$ cat src/rtl/systolic_pkg.sv
// Shared types and constants for the weight-stationary systolic array.
package systolic_pkg;

  localparam int DATA_W      = 8;
  localparam int N_DEF       = 4;
  localparam int COMPUTE_LEN = 3 * N_DEF;

  typedef enum logic [2:0] {
    IDLE,
    WAIT,
    LOAD,
    COMPUTE,
    FINISH
  } state_t;

  function automatic int compute_len(input int n);
    return 3 * n;
  endfunction

endpackage

$ cat src/rtl/systolic_pe.sv
// One processing element: stationary weight, pass-right activation,
// multiply-accumulate on the psum travelling down the column.
module systolic_pe #(
  parameter int DATA_W = systolic_pkg::DATA_W
) (
  input  logic                     clk,
  input  logic                     rst,
  input  logic                     load,
  input  logic                     compute,
  input  logic signed [DATA_W-1:0] w_left,
  input  logic signed [DATA_W-1:0] a_left,
  input  logic signed [DATA_W-1:0] psum_up,
  output logic signed [DATA_W-1:0] w_right,
  output logic signed [DATA_W-1:0] a_right,
  output logic signed [DATA_W-1:0] psum_down
);

  logic signed [DATA_W-1:0] w_p0;
  logic signed [DATA_W-1:0] a_p0;
  logic signed [DATA_W-1:0] psum_p0;

  // Product and sum both wrap modulo 2^DATA_W.
  function automatic logic signed [DATA_W-1:0] mac_wrap(
    input logic signed [DATA_W-1:0] acc,
    input logic signed [DATA_W-1:0] a,
    input logic signed [DATA_W-1:0] w
  );
    logic signed [DATA_W-1:0] prod;
    prod = a * w;
    return acc + prod;
  endfunction

  // Stage p0: weight shift during load, mac and activation pass during compute
  always_ff @(posedge clk) begin
    if (rst) begin
      w_p0    <= '0;
      a_p0    <= '0;
      psum_p0 <= '0;
    end else if (load) begin
      w_p0    <= w_left;
      a_p0    <= '0;
      psum_p0 <= '0;
    end else if (compute) begin
      a_p0    <= a_left;
      psum_p0 <= mac_wrap(psum_up, a_left, w_p0);
    end
  end

  assign w_right   = w_p0;
  assign a_right   = a_p0;
  assign psum_down = psum_p0;

endmodule

$ cat src/rtl/systolic_array.sv
// NxN weight-stationary systolic array computing Y = X*W, framed by a
// start/ready/done handshake; weights shift in, activations stream skewed.
module systolic_array #(
  parameter int N      = systolic_pkg::N_DEF,
  parameter int DATA_W = systolic_pkg::DATA_W
) (
  input  logic              clk,
  input  logic              rst,
  input  logic              start,
  input  logic [DATA_W-1:0] a_in  [N],
  input  logic [DATA_W-1:0] w_in  [N],
  output logic [DATA_W-1:0] y_out [N],
  output logic              ready,
  output logic              done
);

  import systolic_pkg::*;

  localparam int CLEN  = compute_len(N);
  localparam int CNT_W = $clog2(CLEN);

  state_t             state;
  logic [CNT_W-1:0]   cnt;
  logic               load;
  logic               compute;

  logic signed [DATA_W-1:0] w_bus [N][N];
  logic signed [DATA_W-1:0] a_bus [N][N];
  logic signed [DATA_W-1:0] p_bus [N][N];

  assign load    = (state == LOAD);
  assign compute = (state == COMPUTE);

  always_ff @(posedge clk) begin
    if (rst) begin
      state <= IDLE;
      cnt   <= '0;
      ready <= 1'b1;
      done  <= 1'b0;
    end else begin
      case (state)
        IDLE: begin
          done <= 1'b0;
          if (start) begin
            state <= WAIT;
            ready <= 1'b0;
          end
        end
        // Absorbs the pop latency of the external feeder FIFOs.
        WAIT: begin
          state <= LOAD;
          cnt   <= '0;
        end
        LOAD: begin
          if (cnt == CNT_W'(N - 1)) begin
            state <= COMPUTE;
            cnt   <= '0;
          end else begin
            cnt <= cnt + 1'b1;
          end
        end
        COMPUTE: begin
          if (cnt == CNT_W'(CLEN - 1)) begin
            state <= FINISH;
            done  <= 1'b1;
          end else begin
            cnt <= cnt + 1'b1;
          end
        end
        FINISH: begin
          state <= IDLE;
          done  <= 1'b0;
          ready <= 1'b1;
        end
        default: begin
          state <= IDLE;
          ready <= 1'b1;
          done  <= 1'b0;
        end
      endcase
    end
  end

  for (genvar k = 0; k < N; k++) begin : g_row
    for (genvar c = 0; c < N; c++) begin : g_col
      logic signed [DATA_W-1:0] w_src;
      logic signed [DATA_W-1:0] a_src;
      logic signed [DATA_W-1:0] p_src;

      if (c == 0) begin : g_edge_l
        assign w_src = w_in[k];
        assign a_src = a_in[k];
      end else begin : g_inner_l
        assign w_src = w_bus[k][c-1];
        assign a_src = a_bus[k][c-1];
      end

      if (k == 0) begin : g_edge_t
        assign p_src = '0;
      end else begin : g_inner_t
        assign p_src = p_bus[k-1][c];
      end

      systolic_pe #(.DATA_W(DATA_W)) u_pe (
        .clk       (clk),
        .rst       (rst),
        .load      (load),
        .compute   (compute),
        .w_left    (w_src),
        .a_left    (a_src),
        .psum_up   (p_src),
        .w_right   (w_bus[k][c]),
        .a_right   (a_bus[k][c]),
        .psum_down (p_bus[k][c])
      );
    end
  end

  for (genvar c = 0; c < N; c++) begin : g_out
    assign y_out[c] = p_bus[N-1][c];
  end

endmodule

$ cat config.mk
export PLATFORM = sky130hd
export DESIGN_NAME = systolic_array
export DESIGN_NICKNAME = d
export VERILOG_FILES = /design/src/rtl/systolic_pkg.sv /design/src/rtl/systolic_pe.sv /design/src/rtl/systolic_array.sv
export SDC_FILE = /design/constraint.sdc
export NUM_CORES = 2
export LEC_CHECK = 0
export CAP_MARGIN = 10
export CORE_AREA = 10 10 276 212
export DETAILED_ROUTE_END_ITERATION = 10
export DIE_AREA = 0 0 286 222
export PLACE_DENSITY = 0.85
export SYNTH_ARGS = -nofsm -noshare
export SYNTH_HDL_FRONTEND = slang
export SYNTH_SLANG_ARGS = --single-unit
$ cat constraint.sdc
create_clock -name clk -period 4.62 [get_ports clk]
set_clock_uncertainty 0.2 [all_clocks]
set_input_delay 0.924 -clock clk [delete_from_list [all_inputs] [get_ports clk]]
set_output_delay 0.924 -clock clk [all_outputs]
set_load 0.03 [all_outputs]
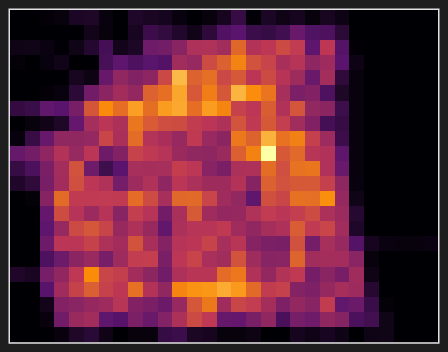
(wiring heat map)
The die is cut into 29 by 22 equal tiles; black is low, pale yellow is high, scaled to the fullest tile. Values are wire area over tile area, all layers added.
nearly empty tiles: 24%
tiles over half the peak: 21%
emptiest ninth of the die: north-east
densest ninth of the die: centre
mean over tiles: 0.19

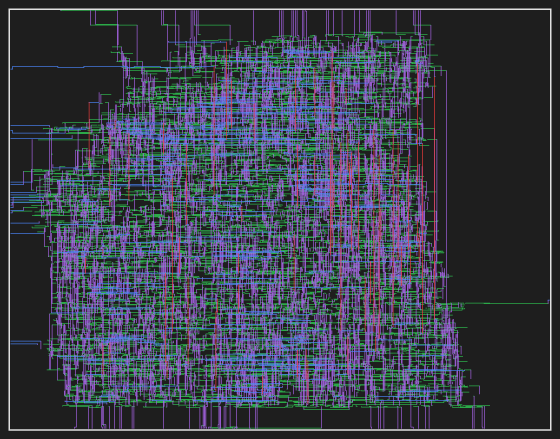
(signal wires by layer)
| colour | layer | wire length |
|---|---|---|
| red | M4 | 2190 um |
| green | M1 | 31.8 mm |
| purple | M2 | 32.8 mm |
| blue | M3 | 6250 um |

==> results_slide.txt <==
Run Summary

Final layout
  • Final Cell Area: 0.0328 mm^2
  • Fillers: 4186

Run status
  • Status: completed

Floorplan
  • Die area: 0.0635 mm^2

Detailed routing
  • DRT Pass-1 Iters: 6

Yosys
  • Floorplan Nets: 4150
  • Synth Flop Type: dfxtp_1
  • Synth cell count leaders: nand2_1 (962), inv_1 (423), dfxtp_1 (361), a21oi_1 (347), ha_1 (317)
  • Synth cell types: 35

Clocking
  • CTS clk-pin slew, worst paths: 0.06 ns
  • Clock latency on the worst-skew pair: 0.59 ns
  • Clock buffer depth: 3

Worst hold path
  • Hold crit path type: reg2reg

Critical path
  • WP data required: 4.86 ns
  • Worst setup path class: in2reg
  • Worst stage delay on the critical path: 0.50 ns
  • Worst path slowest cell: clkdlybuf4s50_1
  • Startpoint types: input pin

Global routing
  • Pin count of the biggest net entering global routing: 132
  • Gr ovfl total: 0

Timing
  • Final setup viols: 0
  • Max frequency: 219 MHz

Placed design
  • Placed Area: 0.0312 mm^2
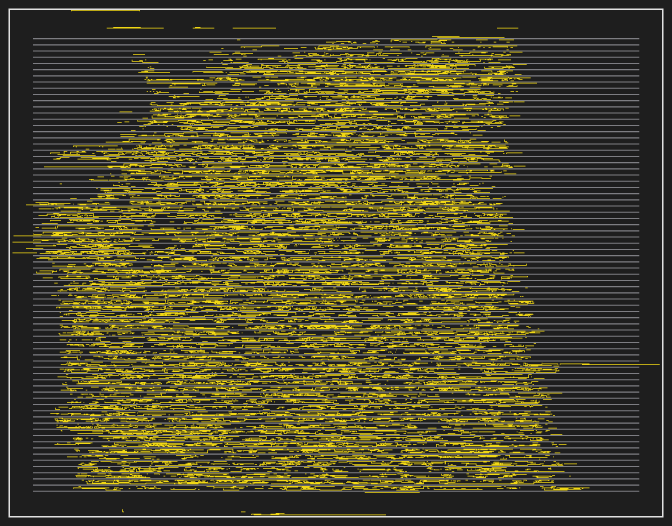
(signal wires on met1)
Supply wires on this layer in grey.
longest straight run: 63.9 um
share of all routed wire: 44%
nets with wire on the layer: 3963
wire length on this layer: 31.8 mm

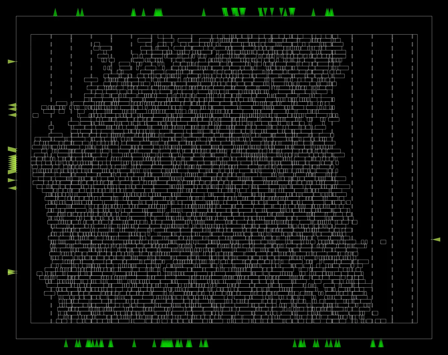
(placement view)
num tapcells: 712
Final Core Density: 0.621

-- final timing paths --
| kind | to | slack, ns | from | depth (start not counted) |
|---|---|---|---|---|
| max | g_row[3].g_col[0].u_pe.psum_down[7] | 0.06 | a_in[3] | 16 |
| min | g_row[0].g_col[0].u_pe.psum_down[6] | 0.25 | g_row[0].g_col[0].u_pe.psum_down[6] | 2 |
| max reg2reg | g_row[3].g_col[3].u_pe.psum_down[7] | 0.07 | g_row[3].g_col[2].u_pe.a_right[6] | 15 |
| min reg2reg | g_row[0].g_col[0].u_pe.psum_down[6] | 0.25 | g_row[0].g_col[0].u_pe.psum_down[6] | 2 |
-- worst max-delay path, delay by kind of cell --
kind / cells / cell delay, ns
xor gates and xnor gates: 3 / 0.49
and+or+nand+nor: 1 / 0.07
AOI/OAI and AO/OA: 3 / 0.40
adders and majority gates: 6 / 2.24
buffers and inverters: 3 / 0.68
-- final cells by class --
class / instances / area, um^2 / share of cell area
clock buffers: 53 / 1130 / 0.0345
clock inverters: 23 / 295 / 0.00900
inverters: 425 / 1600 / 0.0486
multi-input cells: 2554 / 19700 / 0.600
flip-flops and latches: 361 / 7260 / 0.221
well taps: 712 / 891 / 0.0272
repair buffers: 221 / 1960 / 0.0598
-- power by group --
part | total (uW) | switching (uW) | internal [uW]
logic | 2630 | 1650 | 980
registers | 3550 | 265 | 3280
clock network | 3480 | 1440 | 2040
-- cell usage in the layout (no fill, tap or decap), drive strengths merged, types with 2 or more instances in the layout --
cell | synthesis | final
nand2 | 962 | 962
inv | 425 | 429
dfxtp | 361 | 361
a21oi | 347 | 347
ha | 317 | 317
fa | 264 | 264
and2 | 246 | 246
xnor2 | 241 | 241
buf | 24 | 122
clkdlybuf4s50 | 0 | 84
clkbuf | 138 | 53
xor2 | 45 | 45
nor2 | 29 | 29
a21o | 17 | 17
a211oi | 17 | 17
o21ai | 12 | 12
nand2b | 10 | 10
clkinv | 0 | 10
nand4 | 9 | 9
dlymetal6s2s | 0 | 9
or4 | 8 | 8
o211ai | 7 | 7
nand3 | 7 | 7
bufinv | 0 | 5
clkinvlp | 0 | 4
dlygate4sd2 | 0 | 4
nor2b | 3 | 3
and3 | 2 | 2
nand3b | 2 | 2
nor3 | 2 | 2
clkdlybuf4s15 | 0 | 2
-- registers in the layout, summed over array words and instances (netlist names) --
name and count:
done 1, g_row.g_col.u_pe.w_right 128, g_row.g_col.u_pe.a_right 96, cnt 4
state 3, g_row.g_col.u_pe.psum_down 128, ready 1
-- metrics by stage --
step / total power (uW) / hold slack, ns / setup WS, ns
2_1_floorplan: 5180 / 0.232 / -0.0698
3_3_place_gp: 6030 / 0.239 / -0.678
3_5_place_dp: 6110 / 0.246 / -0.721
4_1_cts: 9600 / 0.253 / 0.00358
5_1_grt: 10100 / 0.273 / -0.0482
6_report: 9660 / 0.251 / 0.0611
-- cells by family after synthesis --
family	count (synthesis)	share of synthesized area
AND-OR/OR-AND	403	0.0736
AND/OR/NAND/NOR	1283	0.192
multiplexers	1	0.000346
XOR/XNOR	286	0.0866
buffers and inverters	587	0.0772
adder cells (fa/ha/maj)	581	0.320
flip-flops	361	0.250
No activity file was given, so power comes from the tool's default toggle rates.
